**src/rtl/vga_frame_scanout.sv**
```systemverilog
// vga_frame_scanout: VGA timing generator and framebuffer reader.
// Scans the framebuffer in raster order, centres the latched image inside
// the visible area with a black border and drives 8-bit grayscale on R/G/B.
// All timing flags ride a delay line so they reach the output registers
// together with the framebuffer data for the same pixel.
module vga_frame_scanout #(
    parameter int H_VIS       = 640,
    parameter int H_FP        = 16,
    parameter int H_SYNC      = 96,
    parameter int H_BP        = 48,
    parameter int V_VIS       = 480,
    parameter int V_FP        = 10,
    parameter int V_SYNC      = 2,
    parameter int V_BP        = 33,
    parameter int MEM_LATENCY = 2,
    parameter int ADDR_W      = 19
) (
    input  logic              clk,
    input  logic              reset,
    input  logic [9:0]        img_width,
    input  logic [9:0]        img_height,
    output logic [ADDR_W-1:0] fb_addr,
    input  logic [7:0]        fb_data,
    output logic [7:0]        vga_r,
    output logic [7:0]        vga_g,
    output logic [7:0]        vga_b,
    output logic              vga_hsync,
    output logic              vga_vsync,
    output logic              vga_blank_n,
    output logic              frame_start
);
    // Counter / geometry width; wide enough for every supported timing.
    localparam int CW    = 12;
    localparam int H_TOT = H_VIS + H_FP + H_SYNC + H_BP;
    localparam int V_TOT = V_VIS + V_FP + V_SYNC + V_BP;

    localparam logic [CW-1:0] H_VIS_C  = CW'(H_VIS);
    localparam logic [CW-1:0] H_LAST_C = CW'(H_TOT - 1);
    localparam logic [CW-1:0] HS_BEG_C = CW'(H_VIS + H_FP);
    localparam logic [CW-1:0] HS_END_C = CW'(H_VIS + H_FP + H_SYNC);
    localparam logic [CW-1:0] V_VIS_C  = CW'(V_VIS);
    localparam logic [CW-1:0] V_LAST_C = CW'(V_TOT - 1);
    localparam logic [CW-1:0] VS_BEG_C = CW'(V_VIS + V_FP);
    localparam logic [CW-1:0] VS_END_C = CW'(V_VIS + V_FP + V_SYNC);

    // Delay-line field positions (all active-high inside the pipe).
    localparam int PW    = 5;
    localparam int P_HS  = 0;
    localparam int P_VS  = 1;
    localparam int P_VIS = 2;
    localparam int P_IMG = 3;
    localparam int P_FS  = 4;

    logic [CW-1:0]     h_cnt_reg, v_cnt_reg;
    logic [CW-1:0]     w_reg, h_reg;
    logic [ADDR_W-1:0] addr_cnt_reg;
    logic [PW-1:0]     pipe_reg [0:MEM_LATENCY];

    logic              origin;
    logic [CW-1:0]     w_clamp, h_clamp, w_eff, h_eff, x_off, y_off;
    logic              hs_raw, vs_raw, vis_raw, in_img;
    logic [ADDR_W-1:0] addr_base;
    logic [PW-1:0]     stage0;
    logic [PW-1:0]     tap;

    // Stage-0 decode: raw timing, clamped geometry and the image window.
    // On the frame origin the freshly clamped size is used directly so the
    // window matches the geometry being latched on that same edge.
    always_comb begin
        origin  = (h_cnt_reg == '0) && (v_cnt_reg == '0);
        w_clamp = ({2'b00, img_width}  > H_VIS_C) ? H_VIS_C : {2'b00, img_width};
        h_clamp = ({2'b00, img_height} > V_VIS_C) ? V_VIS_C : {2'b00, img_height};
        w_eff   = origin ? w_clamp : w_reg;
        h_eff   = origin ? h_clamp : h_reg;
        x_off   = (H_VIS_C - w_eff) >> 1;
        y_off   = (V_VIS_C - h_eff) >> 1;
        hs_raw  = (h_cnt_reg >= HS_BEG_C) && (h_cnt_reg < HS_END_C);
        vs_raw  = (v_cnt_reg >= VS_BEG_C) && (v_cnt_reg < VS_END_C);
        vis_raw = (h_cnt_reg < H_VIS_C) && (v_cnt_reg < V_VIS_C);
        in_img  = vis_raw
                  && (h_cnt_reg >= x_off) && (h_cnt_reg < x_off + w_eff)
                  && (v_cnt_reg >= y_off) && (v_cnt_reg < y_off + h_eff);
        addr_base = origin ? '0 : addr_cnt_reg;
        stage0  = '0;
        stage0[P_HS]  = hs_raw;
        stage0[P_VS]  = vs_raw;
        stage0[P_VIS] = vis_raw;
        stage0[P_IMG] = in_img;
        stage0[P_FS]  = origin;
        tap     = pipe_reg[MEM_LATENCY];
    end

    // Horizontal / vertical raster counters.
    always_ff @(posedge clk or posedge reset) begin
        if (reset) begin
            h_cnt_reg <= '0;
            v_cnt_reg <= '0;
        end else if (h_cnt_reg == H_LAST_C) begin
            h_cnt_reg <= '0;
            v_cnt_reg <= (v_cnt_reg == V_LAST_C) ? '0 : v_cnt_reg + CW'(1);
        end else begin
            h_cnt_reg <= h_cnt_reg + CW'(1);
        end
    end

    // Geometry is sampled once per frame so mid-frame input changes are ignored.
    always_ff @(posedge clk or posedge reset) begin
        if (reset) begin
            w_reg <= '0;
            h_reg <= '0;
        end else if (origin) begin
            w_reg <= w_clamp;
            h_reg <= h_clamp;
        end
    end

    // Incremental raster address: one step per image pixel, so the count
    // tops out at W*H and the last presented address is W*H-1.
    always_ff @(posedge clk or posedge reset) begin
        if (reset) begin
            addr_cnt_reg <= '0;
            fb_addr      <= '0;
        end else if (in_img) begin
            fb_addr      <= addr_base;
            addr_cnt_reg <= addr_base + ADDR_W'(1);
        end else if (origin) begin
            addr_cnt_reg <= '0;
        end
    end

    // Delay line: MEM_LATENCY+1 stages to line the flags up with fb_data.
    always_ff @(posedge clk or posedge reset) begin
        if (reset) begin
            for (int i = 0; i <= MEM_LATENCY; i++) begin
                pipe_reg[i] <= '0;
            end
        end else begin
            pipe_reg[0] <= stage0;
            for (int i = 1; i <= MEM_LATENCY; i++) begin
                pipe_reg[i] <= pipe_reg[i-1];
            end
        end
    end

    // Output registers: syncs active-low, pixel black outside the image.
    always_ff @(posedge clk or posedge reset) begin
        if (reset) begin
            vga_hsync   <= 1'b1;
            vga_vsync   <= 1'b1;
            vga_blank_n <= 1'b0;
            frame_start <= 1'b0;
            vga_r       <= '0;
            vga_g       <= '0;
            vga_b       <= '0;
        end else begin
            vga_hsync   <= ~tap[P_HS];
            vga_vsync   <= ~tap[P_VS];
            vga_blank_n <= tap[P_VIS];
            frame_start <= tap[P_FS];
            vga_r       <= tap[P_IMG] ? fb_data : 8'd0;
            vga_g       <= tap[P_IMG] ? fb_data : 8'd0;
            vga_b       <= tap[P_IMG] ? fb_data : 8'd0;
        end
    end

endmodule

```
**config.mk**
```make
export PLATFORM = sky130hd
export DESIGN_NAME = vga_frame_scanout
export DESIGN_NICKNAME = d
export VERILOG_FILES = /design/src/rtl/vga_frame_scanout.sv
export SDC_FILE = /design/constraint.sdc
export NUM_CORES = 1
export LEC_CHECK = 0
export CORE_ASPECT_RATIO = 1.4
export CORE_MARGIN = 5
export CORE_UTILIZATION = 52
export CTS_CLUSTER_DIAMETER = 120
export DETAILED_ROUTE_END_ITERATION = 6
export PLACE_DENSITY = 0.85
export SYNTH_ARGS = -nofsm -noshare
export SYNTH_HDL_FRONTEND = slang
export SYNTH_SLANG_ARGS = --single-unit
```
**constraint.sdc**
```tcl
create_clock -name clk -period 7.1 [get_ports clk]
set_clock_uncertainty 0.15 [all_clocks]
set_input_delay 1.065 -clock clk [delete_from_list [all_inputs] [get_ports clk]]
set_output_delay 1.065 -clock clk [all_outputs]
set_load 0.02 [all_outputs]
```
**Run 1: cell classes on the final placement**

Scale: 2 px per um.
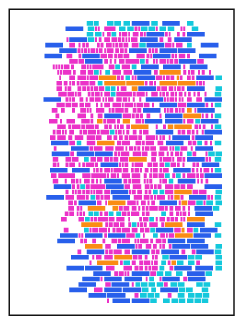
blue -> flops  # cells 113, share of their area 31%
magenta -> all other logic  # cells 687, share of their area 50%
orange -> clock drivers and dummy loads  # cells 32, share of their area 6.9%
cyan -> other buffers and delay cells  # cells 123, share of their area 12%

**Run 1: register map, names as in the netlist**

Scale: 2 px per um.
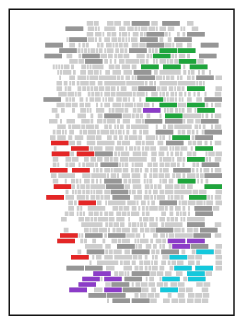
red -> `v_cnt_reg`  # flops 12, where left middle
green -> `addr_cnt_reg`  # flops 19
purple -> `pipe_reg`  # flops 10
cyan -> `vga_g`  # flops 8, where bottom right
Seq group: 655 uW
final core occ: 65.5%
Sequential Area: 2830 sq um
fraction of area in registers: 30.2%

==> flow_summary_export.csv, run 1 <==
group,metric,value,unit
logic_synthesis,ys_area,7510,sq um
global_routing,grt_overflow,0,
logic_synthesis,ys_seq_share,37.7,%
layout,final_layout_size_suffix_gt1_share,12.0,%
setup_path,cp_common_cell,"nor3_1",
setup_path,r2r_end,"addr_cnt_reg[16]",
drt,avgRoutedWirePerCell,16.5,um
setup_path,worstSetupEndpointType,"flip-flop",
job,warnings,30,
floorplanning,dieArea,17000,sq um
logic_synthesis,synth-seq-cells,113,
clock_tree,h-tree-depth,4,
min_path,hold_path.class,"reg -> reg",
layout,nets,1044,
min_path,hold_depth,0,
sta,fmax,146,MHz
outcome,status,"finished clean",
clock_tree,cts_tree,"built",
logic_synthesis,synthFlopType,"dfrtp_1",
floorplanning,rows,52,
drt,antenna_left,0,
clock_tree,clkTransAtPathRegs,0.06,ns
sta,worst_slack,0.245,ns
logic_synthesis,top_cell_area_share,37.0,%
setup_path,cp_max_fo,6,
place,place_ws,-0.161,ns
sta,drv_slew,0,
logic_synthesis,yosys_warnings,0,
setup_path,rr_startpoint,"v_cnt_reg[0]",
setup_path,worst_setup_path_start_kind,"primary input",
clock_tree,clock-sinks,113,
drt,drtPass1Iterations,5,
drt,vias_per_cell,5.68,
global_routing,grt.total_usage,22.1,%
drt,postRouteWirelength,18900,um
setup_path,startpoint,"img_height[5]",
logic_synthesis,edf_count,0,
setup_path,rr_worst_depth,30,
floorplanning,die_w,112,um
drt,drc,0,
min_path,min_from,"pipe_reg[8]",
logic_synthesis,syn_avg_cell_area,9.01,sq um
global_routing,grt_pass1_wl,31100,um
clock_tree,clockRootBuffer,"clkbuf_16",
setup_path,cp_slowest_cell,"or4b_4",
sta,max-slew-margin-rel,46.3,%
layout,antenna_cells_inserted,0,
clock_tree,cts_setup_buffers,0,
sta,tightestPinTransition,0.806,ns
place,placed_cell_area,8660,sq um
sta,period_needed,6.85,ns
sta,hold_viol,0,
setup_path,worstPathArrival,7.04,ns
setup_path,r2r_slack,0.29,ns
layout,finalInstanceArea,9370,sq um
logic_synthesis,netlist-cell-type-count,65,
drt,drtIter0Drc,506,
clock_tree,clockBufferDepth,2,
drt,num_vias,6497,
sta,setup_violations,0,
place,gp_congestion,0.975,
sta,post-route-period-util,96.5,%
logic_synthesis,postSynthCellCount,834,
job,max_cap_viol_count,0,
clock_tree,worstSkewPairLatency,0.41,ns
logic_synthesis,common_cells,"dfrtp_1, nand2_1, ha_1",
setup_path,cp.buffers_inverters,2,
setup_path,cp_num_cells,28,
logic_synthesis,synthArstFlopShare,100,%
min_path,min_to,"tap[3]",
floorplanning,fp_util,52.5,%
global_routing,grt_max_degree,66,
floorplanning,die_h,152,um
logic_synthesis,largest_area_cell,"dfrtp_1",
layout,area.growth.synth_to_final,24.8,%
setup_path,crit_path_max_incr_delay,0.55,ns
logic_synthesis,top_cell,"dfrtp_1",
place,dp_hpwl,13900,um
clock_tree,numCtsBuffers,17,
power_and_ir_drop,powerDensity,205,nW/um^2
global_routing,grt_pass1_vias,6602,
**Run 1: wires at chosen ports, followed through buffers**

Scale: 3 px per um.
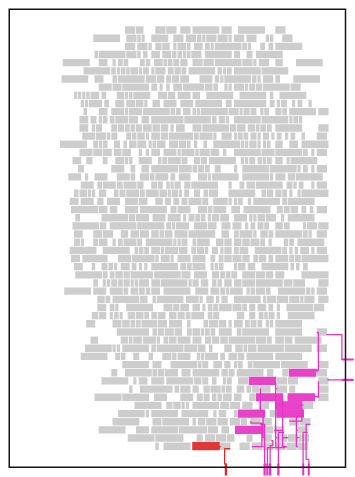
red -> `vga_blank_n`  # bits 1, direction output, edge bottom, end cells 1, wire 9.10 um
magenta -> `vga_b`  # bits 8, direction output, edge 6 bottom, 2 right, end cells 8, wire 220 um
IO Count: 77
port bufs: 76

**Run 1: clock wires, drivers and flops**

Scale: 2 px per um.
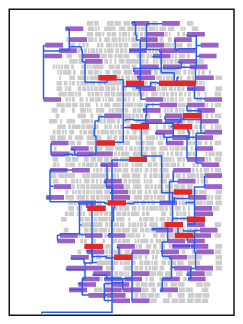
red -> cells driving clock nets  # count 17
purple -> flip-flops  # count 113
blue -> clock wires  # length 1480 um
routed clock nets = 18

## run 1: repair_timing
item | in CTS | in global routing
endpoints found under the setup margin | 0 | 36
hold buffers | 0 | 0
resized | 0 | 21
## run 1: through the flow
step	utilization (%)	total power, mW	instances	TNS [ns]	hold WS, ns
finish	65.5	1.92	1144	0	0.196
CTS	64.9	1.92	1144	0	0.197
detailed placement	60.5	1.00	1112	-0.328	0.185
global placement	60.5	0.995	1112	0	0.182
global route	65.5	2.01	1144	-0.0657	0.209
floorplan	-	0.903	834	0	0.181
## run 1: report_power, final
group | total, mW | internal [mW] | switching, mW | leakage (nW)
logic | 0.358 | 0.165 | 0.193 | 2.57
clock network | 0.911 | 0.593 | 0.318 | 0.303
registers | 0.655 | 0.651 | 0.00430 | 1.50
total | 1.92 | 1.41 | 0.516 | 4.37
## run 1: worst register-to-register path, delay by kind of cell, from the launching register on
family | cells | cell delay [ns]
buffers and inverters | 3 | 0.43
AND-OR/OR-AND | 7 | 1.07
XOR/XNOR | 2 | 0.44
flip-flops | 1 | 0.38
adder cells (fa/ha/maj) | 4 | 1.16
AND/OR/NAND/NOR | 14 | 3.11
## run 1: kinds of logic after synthesis
group                      after synthesis  share of synthesized area [%]
AOI/OAI and AO/OA                      150                           12.0
xor gates and xnor gates                66                           7.70
adders and majority gates               72                           12.1
buffers and inverters                   92                           5.58
DFF                                    113                           37.7
muxes                                   15                           2.03
and+or+nand+nor                        326                           22.9
## run 1: layer usage
layer,up-vias,share of wire [%],wire length [um],GRT usage [%]
met2,182,55,10400,41.0
met5,-,0,0,0
li1,3121,-,-,-
met1,3140,37,7050,23.8
met3,54,3.8,714,3.93
met4,0,3.8,717,11.4
## run 1: cell type report
cell class | instances | area, sq um
well taps | 189 | 236
flip-flops and latches | 113 | 2830
multi-input cells | 629 | 4340
inverters | 58 | 223
clock inverters | 14 | 204
fillers | 1047 | 4940
repair buffers | 123 | 1110
clock buffers | 18 | 429
## run 1: cell usage in the layout, fill, tap and decap left out, types with 4 or more instances in the layout
master	n
o21bai_1	4
bufinv_16	4
nor3b_1	4
ha_1	71
nand2_1	81
or3_1	17
nor2_1	52
xnor2_1	46
and2_1	17
and3_1	9
inv_1	56
nor4_1	14
nor2b_1	8
or4_1	4
a21oi_1	40
nand4_1	12
a21o_1	16
o21ai_0	50
nor3_1	34
clkdlybuf4s50_1	76
o21a_1	5
mux2i_1	12
nand3_1	30
xor2_1	19
nand2b_1	15
a211oi_1	4
dfrtp_1	111
clkbuf_16	17
or2_2	6
buf_4	47
## run 1: worst max path at each step
stage	to	slack, ns
final	addr_cnt_reg[16]	0.25
after floorplan	addr_cnt_reg[16]	0.32
after global placement	addr_cnt_reg[16]	0.05
after CTS	addr_cnt_reg[16]	0.05
after global routing	addr_cnt_reg[16]	-0.06
after detailed placement	addr_cnt_reg[16]	-0.16
--- run 2 (diff from run 1) ---
--- a/config.mk
+++ b/config.mk
@@ -10,6 +10,7 @@
 export CORE_UTILIZATION = 52
 export CTS_CLUSTER_DIAMETER = 120
 export DETAILED_ROUTE_END_ITERATION = 6
+export GPL_TIMING_DRIVEN = 0
 export PLACE_DENSITY = 0.85
 export SYNTH_ARGS = -nofsm -noshare
 export SYNTH_HDL_FRONTEND = slang
**Run 2: register map, names as in the netlist**

Scale: 2 px per um.
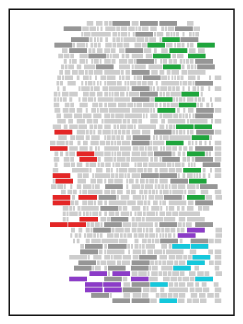
red -> `v_cnt_reg`  # flops 12, where left middle
green -> `addr_cnt_reg`  # flops 19
purple -> `pipe_reg`  # flops 10
cyan -> `vga_g`  # flops 8, where bottom right
not colored = 64

==> flow_summary_export.csv, run 2 <==
group,metric,value,unit
sta,tightestPinTransition,0.775,ns
clock_tree,clkTransAtPathRegs,0.05,ns
layout,antenna_cells_inserted,0,
logic_synthesis,ys_area,7510,sq um
drt,num_vias,6993,
power_and_ir_drop,p_sw,523,uW
place,place_ws,-1.10,ns
power_and_ir_drop,p_seq_share,34.4,%
layout,nets,1055,
global_routing,grt_pass1_vias,6666,
layout,final_common_cell,"dfrtp_1",
outcome,status,"finished clean",
sta,fmax,141,MHz
min_path,hold_path.class,"reg -> reg",
layout,area.growth.synth_to_final,29.6,%
logic_synthesis,syn-cell-area,7510,sq um
logic_synthesis,edf_count,0,
logic_synthesis,largest_area_cell,"dfrtp_1",
setup_path,worstSetupEndpointType,"flip-flop",
layout,final_util,68.0,%
global_routing,grt_pass1_wl,31600,um
logic_synthesis,synthFlopType,"dfrtp_1",
power_and_ir_drop,power.total,1.91,mW
clock_tree,cts_tree,"built",
power_and_ir_drop,internal_power,1.39,mW
place,gp_congestion,0.888,
setup_path,crit_path_max_incr_delay,0.59,ns
setup_path,worst_setup_path_start_kind,"flip-flop",
sta,max-slew-margin-rel,47.9,%
global_routing,grt_overflow,0,
floorplanning,fp_util,52.5,%
clock_tree,numCtsBuffers,17,
logic_synthesis,top_cell_area_share,37.0,%
clock_tree,cts_hold_buf,0,
floorplanning,ioPinCount,77,
setup_path,rr_worst_depth,28,
logic_synthesis,yosys_warnings,0,
clock_tree,h-tree-depth,4,
sta,worst_slack,0.0146,ns
logic_synthesis,netlist-cell-type-count,65,
setup_path,cp_slowest_cell,"or4b_4",
job,warnings,30,
drt,vias_per_cell,6.06,
place,io_buffers,76,
min_path,hold_depth,0,
global_routing,grt.total_usage,22.8,%
logic_synthesis,synthArstFlopShare,100,%
job,max_cap_viol_count,0,
clock_tree,clockBufferDepth,2,
logic_synthesis,top_cell,"dfrtp_1",
drt,drtPass1Iterations,6,
sta,hold_viol,0,
power_and_ir_drop,combPwrFrac,20.0,%
layout,final_layout_size_suffix_gt1_share,16.2,%
drt,antenna_left,0,
floorplanning,dieArea,17000,sq um
sta,post-route-period-util,99.8,%
floorplanning,die_w,112,um
drt,drc,0,
logic_synthesis,postSynthCellCount,834,
logic_synthesis,syn_avg_cell_area,9.01,sq um
layout,final_cell_mix,"dfrtp_1, nand2_1, clkdlybuf4s50_1",
setup_path,cp_common_cell,"nor3_2",
global_routing,grt_max_degree,73,
place,placed_cell_area,8540,sq um
clock_tree,clockRootBuffer,"clkbuf_16",
sta,period_needed,7.09,ns
setup_path,worstPathRequired,7.29,ns
logic_synthesis,common_cells,"dfrtp_1, nand2_1, ha_1",
clock_tree,clock-sinks,113,
place,dp_hpwl,13700,um
sta,drv_slew,0,
layout,finalInstanceArea,9730,sq um
drt,drtIter0Drc,714,
logic_synthesis,ys_seq_share,37.7,%
clock_tree,worstSkewPairLatency,0.42,ns
## run 2: cell types whose count changed in the layout (fill, tap and decap cells not counted), sizes merged
cell | before | now
inv | 62 | 58
dlymetal6s2s | 0 | 3
clkdlybuf4s50 | 76 | 73
bufinv | 4 | 3
clkbuf | 18 | 27
buf | 47 | 53
## run 2: path summary, 6_finish.rpt
| path | from | endpoint | slack (ns) |
|---|---|---|---|
| min in group asynchronous | reset | vga_g[1] | 0.91 |
| worst min-delay path | pipe_reg[10] | pipe_reg[5] | 0.19 |
| max in group asynchronous | reset | addr_cnt_reg[14] | 5.15 |
| worst max-delay path | v_cnt_reg[2] | addr_cnt_reg[16] | 0.01 |
| worst min register to register | pipe_reg[10] | pipe_reg[5] | 0.19 |
| worst max register to register | v_cnt_reg[2] | addr_cnt_reg[16] | 0.01 |
## run 2: critical path: cells and delay by family (launching register included)
kind,cells,cell delay [ns]
AND-OR/OR-AND,6,1.23
XOR/XNOR,2,0.36
flip-flops,1,0.50
buffers and inverters,3,0.41
adder cells (fa/ha/maj),2,0.63
AND/OR/NAND/NOR,15,3.73
## run 2: per-layer routing
metal	share of wire [%]	global-route usage [%]	routed length [um]
met1	35	24.0	7670
met2	52	42.2	11500
met3	6.2	4.41	1350
met4	6.3	11.9	1390
met5	0	0	0
## run 2: cell families after synthesis
group	Yosys count	share of synthesized area, %
flops	113	37.7
xor+xnor	66	7.70
simple gates	326	22.9
compound gates	150	12.0
buf+inv	92	5.58
mux	15	2.03
fa+ha+maj	72	12.1
## run 2: layout make-up
class,count,area (sq um)
multi-input cells,629,4600
well taps,189,236
repair buffers,100,968
plain buffers,34,270
clock buffers,22,464
inverters,58,228
fillers,951,4580
clock inverters,9,133
flip-flops and latches,113,2830
## run 2: what timing repair did
| item | in CTS | in global routing |
|---|---|---|
| endpoints found under the setup margin | 39 | 38 |
| resized | 41 | 76 |
| pin swaps | 3 | 28 |
| buffers inserted | 7 | 16 |
## run 2: power groups by stage
stage / combinational (mW) / sequential, mW / clock, mW
4_1_cts: 0.332 / 0.656 / 0.867
2_1_floorplan: 0.238 / 0.665 / 0
3_3_place_gp: 0.305 / 0.666 / 0
5_1_grt: 0.418 / 0.657 / 0.903
3_5_place_dp: 0.317 / 0.666 / 0
6_report: 0.382 / 0.657 / 0.872
## run 2: metrics by stage
step,hold WS (ns),TNS (ns),std cells
2_1_floorplan,0.181,0,834
3_3_place_gp,0.181,-21.60,1099
3_5_place_dp,0.185,-26.84,1100
4_1_cts,0.193,0,1138
5_1_grt,0.204,-0.765,1154
6_report,0.191,0,1154
No activity file was given, so power comes from the tool's default toggle rates.
